[config.mk]
export PLATFORM = sky130hd
export DESIGN_NAME = fetch_unit_flat
export DESIGN_NICKNAME = d
export VERILOG_FILES = /design/src/rtl/fetch_if.sv /design/src/rtl/fetch_unit.sv /design/src/flat_wrapper.sv
export SDC_FILE = /design/constraint.sdc
export NUM_CORES = 1
export LEC_CHECK = 0
export ABC_AREA = 1
export CORE_UTILIZATION = 30
export DETAILED_ROUTE_END_ITERATION = 7
export GPL_TIMING_DRIVEN = 0
export MAX_ROUTING_LAYER = met4
export SETUP_SLACK_MARGIN = 0.5
export SYNTH_ARGS = -nofsm -noshare
export SYNTH_HDL_FRONTEND = slang
export SYNTH_SLANG_ARGS = --single-unit
[constraint.sdc]
create_clock -name Clk -period 7.4 [get_ports Clk]
set_clock_uncertainty 0.05 [all_clocks]
set_input_delay 1.48 -clock Clk [delete_from_list [all_inputs] [get_ports Clk]]
set_output_delay 1.48 -clock Clk [all_outputs]
set_load 0.03 [all_outputs]
[src/rtl/fetch_if.sv]
// Fetch-stage bus: hazard/branch controls and instruction memory return in,
// PC and IF/ID pipeline register out.
interface fetch_if;
  // Handshake: there is no valid/ready pair. Every input is sampled on each posedge
  // and takes effect on that edge. BranchTarget matters only while BranchTaken=1.
  // InstReg must return the word addressed by Pc within the same cycle.
  logic        Stall;
  logic        BranchTaken;
  logic [31:0] BranchTarget;
  logic [31:0] InstReg;
  logic [31:0] Pc;
  logic [31:0] IfIdInst;
  logic [31:0] IfIdPcPlus4;
  logic        IfIdValid;
  logic [31:0] FetchCount;
  logic        DbgState;   // 0 = BOOT, 1 = RUN

  modport master (
    output Stall, BranchTaken, BranchTarget, InstReg,
    input  Pc, IfIdInst, IfIdPcPlus4, IfIdValid, FetchCount, DbgState
  );

  modport slave (
    input  Stall, BranchTaken, BranchTarget, InstReg,
    output Pc, IfIdInst, IfIdPcPlus4, IfIdValid, FetchCount, DbgState
  );
endinterface

[src/rtl/fetch_unit.sv]
// Instruction-fetch stage: owns the PC, captures the fetched word into IF/ID,
// and handles stalls, branch redirects with flush, and PC wrap.
module fetch_unit #(
  parameter logic [31:0] RESET_PC   = 32'h0000_0000,
  parameter int          IMEM_WORDS = 1024,
  parameter logic [31:0] NOP_INST   = 32'h0000_0000
) (
  input logic    Clk,
  input logic    Rst,
  fetch_if.slave bus
);

  localparam int          ADDR_BITS = $clog2(IMEM_WORDS * 4);
  localparam logic [31:0] PC_MASK   = 32'((64'd1 << ADDR_BITS) - 64'd1) & 32'hFFFF_FFFC;

  typedef enum logic {S_BOOT = 1'b0, S_RUN = 1'b1} state_t;

  state_t      state_q, state_d;
  logic [31:0] pc_q, pc_d;
  logic [31:0] inst_q, inst_d;
  logic [31:0] pcp4_q, pcp4_d;
  logic        valid_q, valid_d;
  logic [31:0] cnt_q, cnt_d;
  logic [31:0] pc_next;

  // Word-align and keep the address inside instruction memory.
  assign pc_next = (pc_q + 32'd4) & PC_MASK;

  always_ff @(posedge Clk or posedge Rst) begin
    if (Rst) begin
      state_q <= S_BOOT;
      pc_q    <= RESET_PC;
      inst_q  <= NOP_INST;
      pcp4_q  <= 32'd0;
      valid_q <= 1'b0;
      cnt_q   <= 32'd0;
    end else begin
      state_q <= state_d;
      pc_q    <= pc_d;
      inst_q  <= inst_d;
      pcp4_q  <= pcp4_d;
      valid_q <= valid_d;
      cnt_q   <= cnt_d;
    end
  end

  always_comb begin
    state_d = state_q;
    pc_d    = pc_q;
    inst_d  = inst_q;
    pcp4_d  = pcp4_q;
    valid_d = valid_q;
    cnt_d   = cnt_q;
    case (state_q)
      S_BOOT: begin
        // One bubble edge lets instruction memory settle on RESET_PC.
        inst_d  = NOP_INST;
        pcp4_d  = 32'd0;
        valid_d = 1'b0;
        state_d = S_RUN;
      end
      S_RUN: begin
        if (bus.BranchTaken) begin
          pc_d    = bus.BranchTarget & PC_MASK;
          inst_d  = NOP_INST;
          pcp4_d  = 32'd0;
          valid_d = 1'b0;
        end else if (!bus.Stall) begin
          pc_d    = pc_next;
          inst_d  = bus.InstReg;
          pcp4_d  = pc_next;
          valid_d = 1'b1;
          if (cnt_q != 32'hFFFF_FFFF) cnt_d = cnt_q + 32'd1;
        end
      end
      default: state_d = S_BOOT;
    endcase
  end

  assign bus.Pc          = pc_q;
  assign bus.IfIdInst    = inst_q;
  assign bus.IfIdPcPlus4 = pcp4_q;
  assign bus.IfIdValid   = valid_q;
  assign bus.FetchCount  = cnt_q;
  assign bus.DbgState    = state_q;

endmodule

[src/flat_wrapper.sv]
// flat-port wrapper written by rule: the top's interface ports become plain ports
module fetch_unit_flat 
#(
  parameter logic [31:0] RESET_PC   = 32'h0000_0000,
  parameter int          IMEM_WORDS = 1024,
  parameter logic [31:0] NOP_INST   = 32'h0000_0000
)
  (Clk, Rst, bus_Stall, bus_BranchTaken, bus_BranchTarget, bus_InstReg, bus_Pc, bus_IfIdInst, bus_IfIdPcPlus4, bus_IfIdValid, bus_FetchCount, bus_DbgState);
  fetch_if bus_i ();
  input logic Clk;
  input logic Rst;
  input wire logic [$bits(bus_i.Stall)-1:0] bus_Stall;
  input wire logic [$bits(bus_i.BranchTaken)-1:0] bus_BranchTaken;
  input wire logic [$bits(bus_i.BranchTarget)-1:0] bus_BranchTarget;
  input wire logic [$bits(bus_i.InstReg)-1:0] bus_InstReg;
  output wire logic [$bits(bus_i.Pc)-1:0] bus_Pc;
  output wire logic [$bits(bus_i.IfIdInst)-1:0] bus_IfIdInst;
  output wire logic [$bits(bus_i.IfIdPcPlus4)-1:0] bus_IfIdPcPlus4;
  output wire logic [$bits(bus_i.IfIdValid)-1:0] bus_IfIdValid;
  output wire logic [$bits(bus_i.FetchCount)-1:0] bus_FetchCount;
  output wire logic [$bits(bus_i.DbgState)-1:0] bus_DbgState;
  assign bus_i.Stall = bus_Stall;
  assign bus_i.BranchTaken = bus_BranchTaken;
  assign bus_i.BranchTarget = bus_BranchTarget;
  assign bus_i.InstReg = bus_InstReg;
  assign bus_Pc = bus_i.Pc;
  assign bus_IfIdInst = bus_i.IfIdInst;
  assign bus_IfIdPcPlus4 = bus_i.IfIdPcPlus4;
  assign bus_IfIdValid = bus_i.IfIdValid;
  assign bus_FetchCount = bus_i.FetchCount;
  assign bus_DbgState = bus_i.DbgState;
  fetch_unit #(.RESET_PC(RESET_PC), .IMEM_WORDS(IMEM_WORDS), .NOP_INST(NOP_INST)) u_core (.Clk(Clk), .Rst(Rst), .bus(bus_i));
endmodule
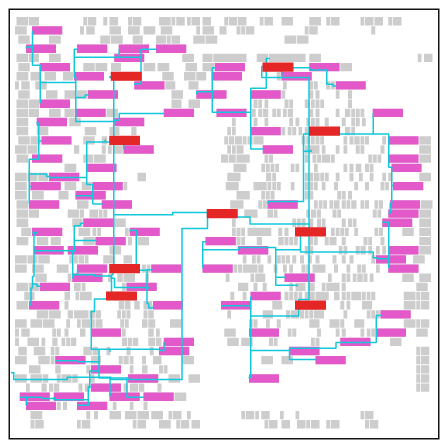
*Clock network drawn from the DEF*
- flip-flops: magenta (count 86)
- clock drivers: red (count 9)
- clock wires: cyan (length 1240 µm)
- routed clock nets: 10

==> flow_summary.yaml <==
# implementation run metrics
worst_setup_path:
  cp_slowest_stage_delay_ns: 0.76
  worstPathRequired_ns: 5.87
  cp_slowest_cell: "clkdlybuf4s50_1"
  cp-end-kind: "output port"
  critical_path.max_fanout: 8
  cp-startpoint: "u_core.bus.Pc[7]"
  crit_chain: "clkdlybuf4s50_1"
  path_delay_family: "buffers and inverters"
  r2r-end: "u_core.bus.FetchCount[19]"
  timing.rr.start: "u_core.bus.FetchCount[0]"
  reg2regPathDepth: 11
  crit_end: "bus_Pc[7]"
die:
  die_y_um: 127
  num_rows: 45
  chipWidth_um: 127
  core_mm2: 0.0153
global_routing:
  grt_pass1_vias: 4062
  antenna_found_initial: 0
  use_met2_pct: 26.7
  grt_max_degree: 51
logic_synthesis:
  netlist_area_mm2: 0.00470
  ys_warn_count: 0
  syn_inst: 593
  ys_sh_mux_pct: 0
  netlist_top_cells_count: "nand2_1 (233), dfrtp_1 (86), nor2_1 (52)"
  edf_count: 0
  top_cell_area_share_pct: 45.8
  synth.distinct_cells: 28
  top_area_cell: "dfrtp_1"
  synth-main-ff-cell: "dfrtp_1"
  avgSynthCellArea_um2: 7.92
  synth-compound-area-share_pct: 8.50
  synth-adder-area-share_pct: 0.533
sta:
  fin_tns_setup_ns: 0
  slew_headroom_pct: 66.6
  period_used_pct: 42.1
  setup_ws_ns: 4.28
  hold_viol_final: 0
  finalSetupViolCount: 0
layout:
  sh_seq_area_pct: 31.9
  fill_cells: 1513
  mi_logic_area_mm2: 0.00211
  seq_cells: 86
  mostFrequentLayoutCells: "nand2_1 (233), clkdlybuf4s50_1 (131), dfrtp_1 (86)"
  antenna_cells: 0
  inverters: 38
  final_cells: 995
  nets: 849
  dominant_cells: "sequential cells"
  register_area_mm2: 0.00215
  multi_input_comb_cells: 451
  clock_cell_area_share_pct: 4.33
pwr:
  internal_power_uw: 906
  comb_power_uw: 340
  peakVddDrop_mv: 0.101
  power-top-group: "sequential cells"
  pwr-share-comb_pct: 25.2
  powerSeq_uw: 553
  switching_share_pct: 32.7
routing:
  drtAntennaViolNets: 0
  wl_met2_um: 5880
  routed_wl_um: 12600
  via_count: 4219
  dr_wl_met3_um: 875
clock_network:
  clkSlewWorstSetupHoldPaths_ns: 0.07
  tritoncts: "built"
  hold_buffers: 0
  root_buffer: "clkbuf_16"
  clk_latency_ns: 0.35
  cts-buffers-inserted: 9
placed_design:
  gp_congestion: 0.910
  portBuffers: 131
outcome:
  status: "finished, final reports clean"
hold_path:
  min_path_type: "register to register"
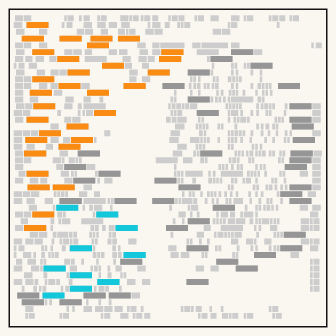
*Register map, names as in the netlist*
Other sequential cells in the stronger gray, the rest of the logic in the fainter gray.
- `u_core.bus.Pc`: cyan (flops 10; where bottom left)
- `u_core.bus.IfIdInst`: orange (flops 32)
- not colored: 44

No activity file was given, so power comes from the tool's default toggle rates.
